`src/rtl/add16_arbiter.sv`:
```
// Round-robin sequencer sharing one external Add16 adder among NREQ requesters.
// Optional ADD16_ARB_CARRY_EN adds a registered carry_out port.
module add16_arbiter #(
  parameter int NREQ = 4
) (
  input  logic              clk,
  input  logic              reset,
  input  logic [NREQ-1:0]   req,
  input  logic [NREQ*16-1:0] a_in,
  input  logic [NREQ*16-1:0] b_in,
  output logic [NREQ-1:0]   ack,
  output logic [15:0]       result,
  output logic              busy,
  output logic [15:0]       add_a,
  output logic [15:0]       add_b,
  input  logic [15:0]       add_sum
`ifdef ADD16_ARB_CARRY_EN
  ,
  output logic              carry_out
`endif
);
  localparam int IDXW = (NREQ > 1) ? $clog2(NREQ) : 1;

  localparam logic [1:0] S_IDLE = 2'd0;
  localparam logic [1:0] S_CALC = 2'd1;
  localparam logic [1:0] S_RESP = 2'd2;

  logic [1:0]      state_q, state_d;
  logic [IDXW-1:0] grant_q, grant_d;
  logic [IDXW-1:0] last_grant_q, last_grant_d;
  logic [15:0]     add_a_q, add_a_d;
  logic [15:0]     add_b_q, add_b_d;
  logic [15:0]     result_q, result_d;
  logic [NREQ-1:0] ack_q, ack_d;
  logic [IDXW-1:0] pick;
  logic            pick_vld;
  logic [IDXW-1:0] cand;

  // Scan offsets from farthest to nearest so the nearest requester after
  // last_grant is the one left standing.
  always_comb begin
    pick     = '0;
    pick_vld = 1'b0;
    cand     = '0;
    for (int off = NREQ; off >= 1; off--) begin
      cand = IDXW'((int'(last_grant_q) + off) % NREQ);
      if (req[cand]) begin
        pick     = cand;
        pick_vld = 1'b1;
      end
    end
  end

  always_comb begin
    state_d      = state_q;
    grant_d      = grant_q;
    last_grant_d = last_grant_q;
    add_a_d      = add_a_q;
    add_b_d      = add_b_q;
    result_d     = result_q;
    ack_d        = '0;
    case (state_q)
      S_IDLE: begin
        if (pick_vld) begin
          grant_d = pick;
          add_a_d = a_in[16*pick +: 16];
          add_b_d = b_in[16*pick +: 16];
          state_d = S_CALC;
        end
      end
      S_CALC: begin
        result_d       = add_sum;
        ack_d[grant_q] = 1'b1;
        state_d        = S_RESP;
      end
      S_RESP: begin
        last_grant_d = grant_q;
        state_d      = S_IDLE;
      end
      default: state_d = S_IDLE;
    endcase
  end

  always_ff @(posedge clk or posedge reset) begin
    if (reset) begin
      state_q      <= S_IDLE;
      grant_q      <= '0;
      last_grant_q <= IDXW'(NREQ - 1);
      add_a_q      <= '0;
      add_b_q      <= '0;
      result_q     <= '0;
      ack_q        <= '0;
    end else begin
      state_q      <= state_d;
      grant_q      <= grant_d;
      last_grant_q <= last_grant_d;
      add_a_q      <= add_a_d;
      add_b_q      <= add_b_d;
      result_q     <= result_d;
      ack_q        <= ack_d;
    end
  end

`ifdef ADD16_ARB_CARRY_EN
  logic carry_q, carry_d;

  // A wrapped 16-bit sum is always smaller than either operand.
  always_comb begin
    carry_d = carry_q;
    if (state_q == S_CALC) carry_d = (add_sum < add_a_q);
  end

  always_ff @(posedge clk or posedge reset) begin
    if (reset) carry_q <= 1'b0;
    else       carry_q <= carry_d;
  end

  assign carry_out = carry_q;
`endif

  assign ack    = ack_q;
  assign result = result_q;
  assign busy   = (state_q != S_IDLE);
  assign add_a  = add_a_q;
  assign add_b  = add_b_q;

endmodule

```
`config.mk`:
```
export PLATFORM = sky130hd
export DESIGN_NAME = add16_arbiter
export DESIGN_NICKNAME = d
export VERILOG_FILES = /design/src/rtl/add16_arbiter.sv
export SDC_FILE = /design/constraint.sdc
export NUM_CORES = 1
export LEC_CHECK = 0
export CORE_ASPECT_RATIO = 0.6
export CORE_MARGIN = 5
export CORE_UTILIZATION = 24
export CTS_BUF_LIST = sky130_fd_sc_hd__clkbuf_8
export CTS_CLUSTER_SIZE = 8
export DETAILED_ROUTE_END_ITERATION = 10
export PLACE_DENSITY = 0.61
export SLEW_MARGIN = 20
export SYNTH_ARGS = -nofsm -noshare
export SYNTH_HDL_FRONTEND = slang
export SYNTH_SLANG_ARGS = --single-unit
```
`constraint.sdc`:
```
create_clock -name clk -period 2.21 [get_ports clk]
set_clock_uncertainty 0.2 [all_clocks]
set_input_delay 0.663 -clock clk [delete_from_list [all_inputs] [get_ports clk]]
set_output_delay 0.663 -clock clk [all_outputs]
set_load 0.1 [all_outputs]
```
Fig. 1: run 1, gate-type map
Scale bar: 50 um.
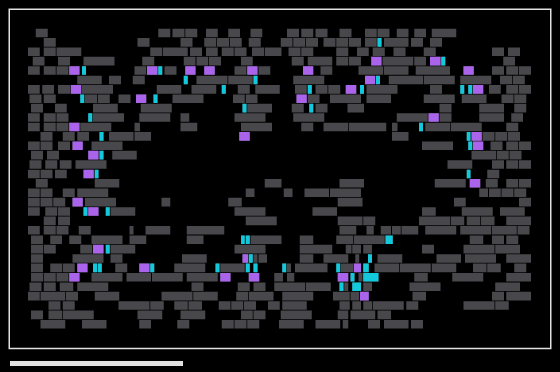
| colour | family | cells |
|---|---|---|
| purple | inverting AOI/OAI gates | 36 |
| cyan | NAND gates | 45 |
Layout Cells excl Fill: 646
Top cell excl fill/tap: clkdlybuf4s50_1
Comb area share: 23.1%

Fig. 2: run 1, clock routing
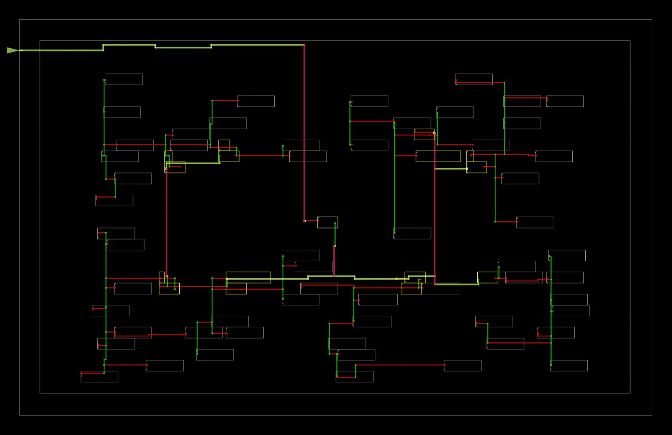
Clock Buffer Count: 10
Seq cells: 58

==> impl_metrics.json, run 1 <==
{
  "finalMaxSlewViolations": 0,
  "period_used_pct": 97.0,
  "startpoint": "req[1]",
  "ys_sh_simple_pct": 7.64,
  "synthTopCellsByArea": "dfrtp_1, mux2i_1, o221ai_1, mux2_2, nand2_1",
  "grt_pass1_vias": 3211,
  "p_int_mw": 5.50,
  "seqPwrFrac_pct": 18.9,
  "postLayoutCellArea_um2": 6200,
  "required_ns": 2.21,
  "worstHoldEndpoint": "ack[0]",
  "wl_met2_mm": 4.73,
  "cts-root-buf": "clkbuf_8",
  "combinationalPower_mw": 8.16,
  "hold_viol": 0,
  "drtAntennaViolNets": 0,
  "power_leader": "combinational cells",
  "ys_seq_share_pct": 47.2,
  "fp_nets": 406,
  "adder_share_pct": 0,
  "cpLargestDelayFamily": "buffers and inverters",
  "vias_per_cell": 4.46,
  "xor_share_pct": 0,
  "peakVddDrop_uv": 1120,
  "rr_startpoint": "last_grant_q[1]",
  "synth_top_area_share_pct": 45.5,
  "dr_total_vias": 2884,
  "relSlewSlack_pct": 79.4,
  "powerDensity_nw_per_um2": 1840,
  "use_met3_pct": 7.04,
  "clockBufferDepth": 2,
  "grt_use_met1_pct": 17.2,
  "met3_wirelength_mm": 1.35,
  "io_pins": 203,
  "p_switching_mw": 5.91,
  "syn_to_final_growth_pct": 101,
  "path_depth": 8,
  "cts_setup_buffers": 2,
  "gp_congestion": 0.850,
  "logic_family": "multiplexers",
  "aoi_share_pct": 10.8,
  "crit_end": "add_a[5]",
  "die_w_um": 156,
  "finalPower_mw": 11.4,
  "status": "finished clean",
  "cts_tree": "built",
  "worst_pin_slew_ns": 0.308,
  "dpl.hpwl_mm": 8.35,
  "hold_path_class": "reg -> reg",
  "fillers": 1127,
  "synthCells": 256
}
Fig. 3: run 1, routed metal, one colour a layer
Only two layers are drawn.
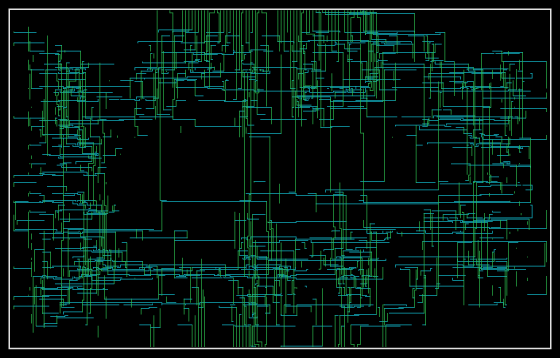
| colour | layer | wire length |
|---|---|---|
| cyan | metal 1 | 4570 um |
| green | metal 2 | 4730 um |
final wirelength: 10.8 mm
Avg WL per Cell: 16.7 um
Tot GR Track Use: 14.0%

Fig. 4: run 1, I/O pins on the die edge
Pins as bars across the die edge, other pins in grey.
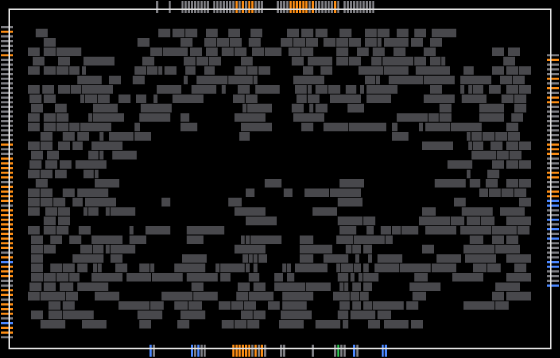

==> run 1 -> run 2 <==
--- a/config.mk
+++ b/config.mk
@@ -5,6 +5,7 @@
 export SDC_FILE = /design/constraint.sdc
 export NUM_CORES = 1
 export LEC_CHECK = 0
+export ABC_CLOCK_PERIOD_IN_PS = 1850
 export CORE_ASPECT_RATIO = 0.6
 export CORE_MARGIN = 5
 export CORE_UTILIZATION = 24
==> constraint.sdc (replaced) <==
create_clock -name clk -period 1.85 [get_ports clk]
set_clock_uncertainty 0.2 [all_clocks]
set_input_delay 0.555 -clock clk [delete_from_list [all_inputs] [get_ports clk]]
set_output_delay 0.555 -clock clk [all_outputs]
set_load 0.1 [all_outputs]
Fig. 5: run 2, I/O pins on the die edge
Pins as bars across the die edge, other pins in grey.
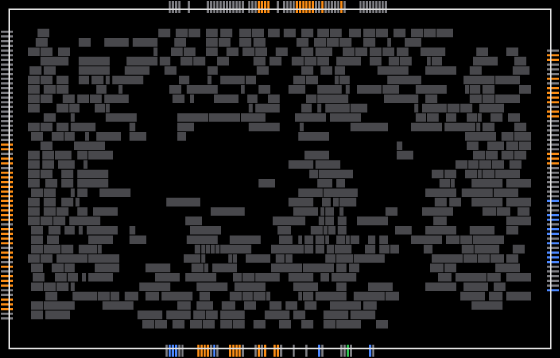
| colour | port | pins | direction | edge |
|---|---|---|---|---|
| blue | add_sum | 16 | input | 10 right, 6 bottom |
| orange | b_in | 64 | input | 28 left, 12 right, 12 top, 12 bottom |
| green | busy | 1 | output | bottom |
all pins by edge: 62 left, 54 top, 52 right, 35 bottom
Die Wd: 156 um
Die Height: 97.8 um
I/O Buffers: 202

Fig. 6: run 2, sequential cells coloured by netlist name
Scale bar: 50 um. Other sequential cells in the stronger grey, the rest of the logic in the fainter grey.
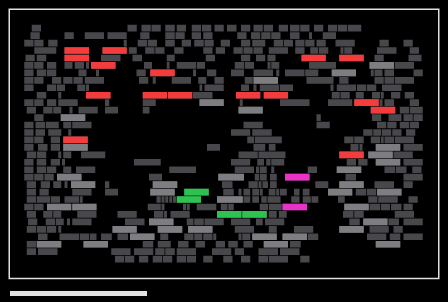
| colour | name in the netlist | flops |
|---|---|---|
| magenta | state_q | 2 |
| green | ack | 4 |
| red | add_a | 16 |
not coloured: 36

==> impl_metrics.json, run 2 <==
{
  "wl_met2_mm": 4.91,
  "dr_total_vias": 2945,
  "edf_count": 0,
  "fillers": 1102,
  "globalRouteTotalUtil_pct": 14.1,
  "gp_congestion": 0.862,
  "p_switching_mw": 7.20,
  "finalPower_mw": 14.0,
  "dpl.hpwl_mm": 8.43,
  "rr_startpoint": "last_grant_q[1]",
  "status": "finished with violations",
  "worst_pin_slew_ns": 0.234,
  "period_used_pct": 113,
  "synthCells": 256,
  "logic_family": "multiplexers",
  "grt_use_met1_pct": 18.2,
  "startpoint": "last_grant_q[1]",
  "power_leader": "combinational cells",
  "ff_count": 58,
  "sh_comb_area_pct": 23.4,
  "setup_slack_ns": -0.243,
  "hold_viol": 0,
  "instances_no_fill": 654,
  "combinationalPower_mw": 10.2,
  "synth_top_area_share_pct": 45.5,
  "seqPwrFrac_pct": 18.4,
  "cts_tree": "built",
  "cpLargestDelayFamily": "flip-flops",
  "peakVddDrop_uv": 851,
  "drtAntennaViolNets": 0,
  "fp_nets": 406,
  "power_frac_comb_pct": 72.9,
  "aoi_share_pct": 10.8,
  "io_pins": 203,
  "ys_sh_simple_pct": 7.64,
  "required_ns": 1.86,
  "finalMaxSlewViolations": 0,
  "routed_wl_mm": 11.2,
  "relSlewSlack_pct": 84.4,
  "rsz0062_at_grt": "true",
  "powerDensity_nw_per_um2": 2180,
  "logic_area_um2": 1500,
  "avgSynthCellArea_um2": 12.0,
  "crit_end": "add_b[2]",
  "adder_share_pct": 0,
  "postLayoutCellArea_um2": 6400,
  "ys_seq_share_pct": 47.2,
  "use_met3_pct": 6.38,
  "cts-root-buf": "clkbuf_8",
  "nNetsFinal": 629,
  "cts_setup_buffers": 5,
  "finalSetupViolations": 33,
  "clockBufferDepth": 2,
  "synthTopCellsByArea": "dfrtp_1, mux2i_1, o221ai_1, mux2_2, nand2_1",
  "violations": "negative setup slack",
  "p_int_mw": 6.77,
  "grt_pass1_vias": 3205,
  "path_depth": 6,
  "syn_to_final_growth_pct": 108
}
Fig. 7: run 2, clock routing
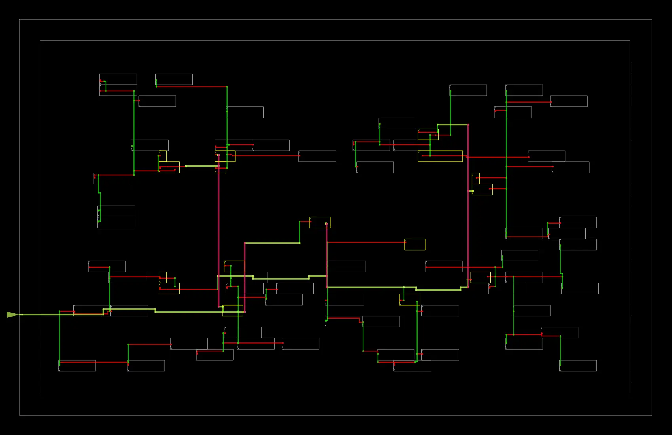
Clock Buffer Count: 11
CTS Buf Count: 9
P_clk: 1.21 mW
clk latency late pin: 0.34 ns

Fig. 8: run 2, gate-type map
Scale bar: 50 um.
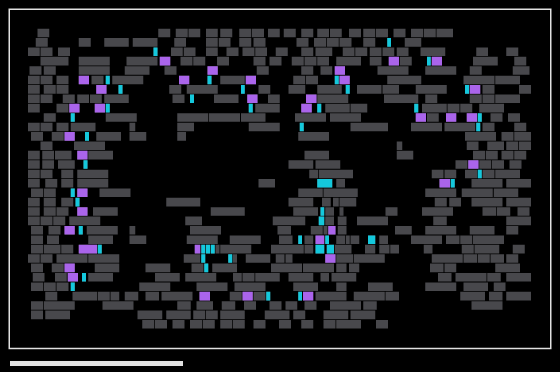

==> run 2 -> run 3 <==
--- a/config.mk
+++ b/config.mk
@@ -6,7 +6,6 @@
 export NUM_CORES = 1
 export LEC_CHECK = 0
 export ABC_CLOCK_PERIOD_IN_PS = 1850
-export CORE_ASPECT_RATIO = 0.6
 export CORE_MARGIN = 5
 export CORE_UTILIZATION = 24
 export CTS_BUF_LIST = sky130_fd_sc_hd__clkbuf_8
Fig. 9: run 3, gate-type map
Scale bar: 20 um.
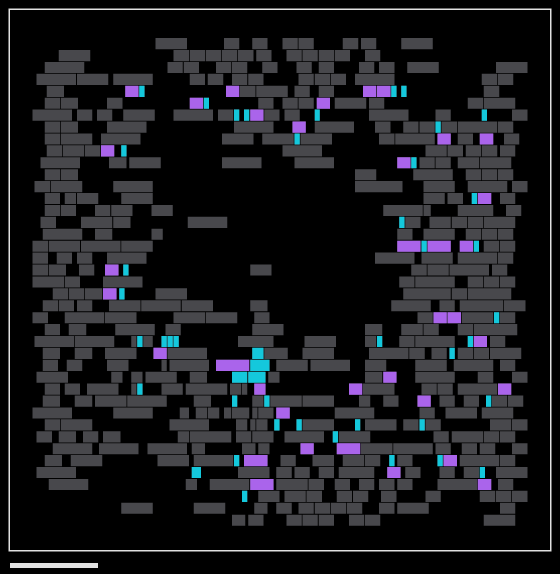
| colour | family | cells | where |
|---|---|---|---|
| cyan | NAND gates | 45 | spread over the die |
| purple | inverting AOI/OAI gates | 36 | spread over the die |
Comb area share: 24.1%
Layout Cells excl Fill: 659

Fig. 10: run 3, clock routing
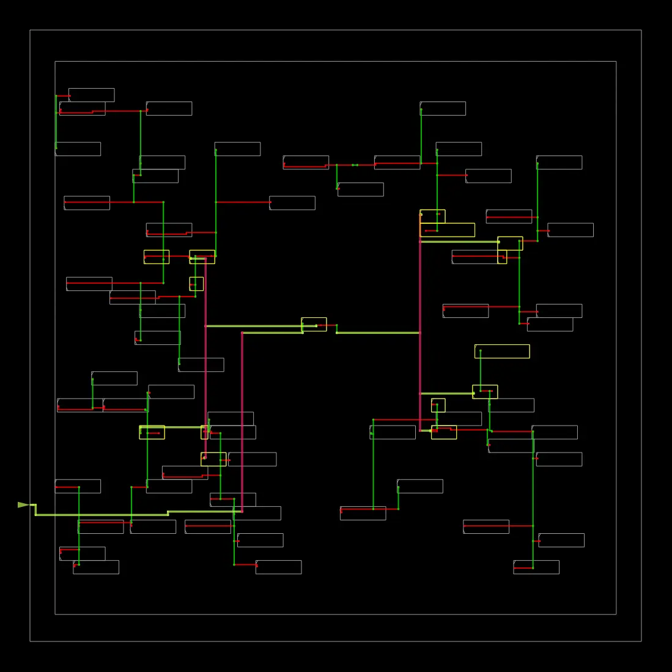
P_clk: 1.26 mW
CTS Sinks: 58
clk latency late pin: 0.33 ns
Clock Buffer Count: 9

Fig. 11: run 3, I/O pins on the die edge
Pins as bars across the die edge, other pins in grey.
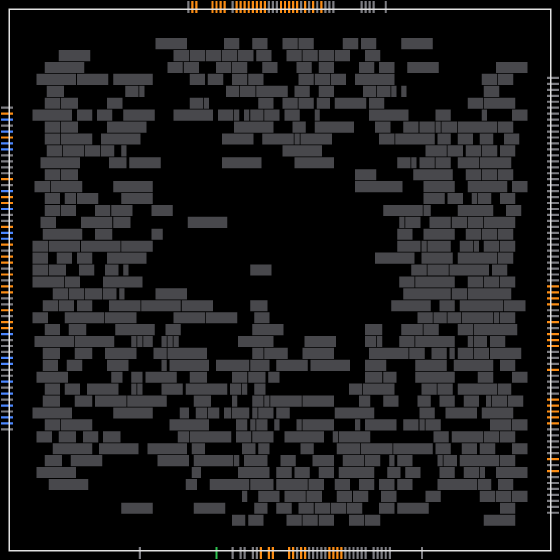
| colour | port | pins | direction | edge |
|---|---|---|---|---|
| orange | b_in | 64 | input | 22 top, 16 right, 15 left, 11 bottom |
| green | busy | 1 | output | bottom |
| blue | add_sum | 16 | input | left |

==> impl_metrics.json, run 3 <==
{
  "p_int_mw": 7.01,
  "crit_end": "add_b[1]",
  "hold_path_class": "in -> async",
  "cts_setup_buffers": 9,
  "required_ns": 1.85,
  "combinationalPower_mw": 10.5,
  "globalRouteTotalUtil_pct": 15.2,
  "dr_total_vias": 3043,
  "power_leader": "combinational cells",
  "aoi_share_pct": 10.8,
  "ys_sh_simple_pct": 7.64,
  "routed_wl_mm": 12.3,
  "status": "finished with violations",
  "gp_congestion": 0.769,
  "seqPwrFrac_pct": 18.0,
  "cts_tree": "built",
  "logic_family": "multiplexers",
  "fp_nets": 406,
  "finalSetupViolations": 33,
  "synthCells": 256,
  "setup_slack_ns": -0.182,
  "violations": "negative setup slack",
  "relSlewSlack_pct": 79.4,
  "wl_met2_mm": 5.88,
  "adder_share_pct": 0,
  "edf_count": 0,
  "lay_top_count": "clkdlybuf4s50_1",
  "cts-root-buf": "clkbuf_8",
  "peakVddDrop_uv": 1010,
  "synth_top_area_share_pct": 45.5,
  "p_switching_mw": 7.34,
  "syn_to_final_growth_pct": 113,
  "powerDensity_nw_per_um2": 2190,
  "grt_use_met1_pct": 16.9,
  "avgSynthCellArea_um2": 12.0,
  "io_pins": 203,
  "post_drt_wl_per_cell_um": 18.7,
  "finalMaxSlewViolations": 0,
  "cts_buffers": 9
}
Power is estimated from default activity; no workload was simulated.
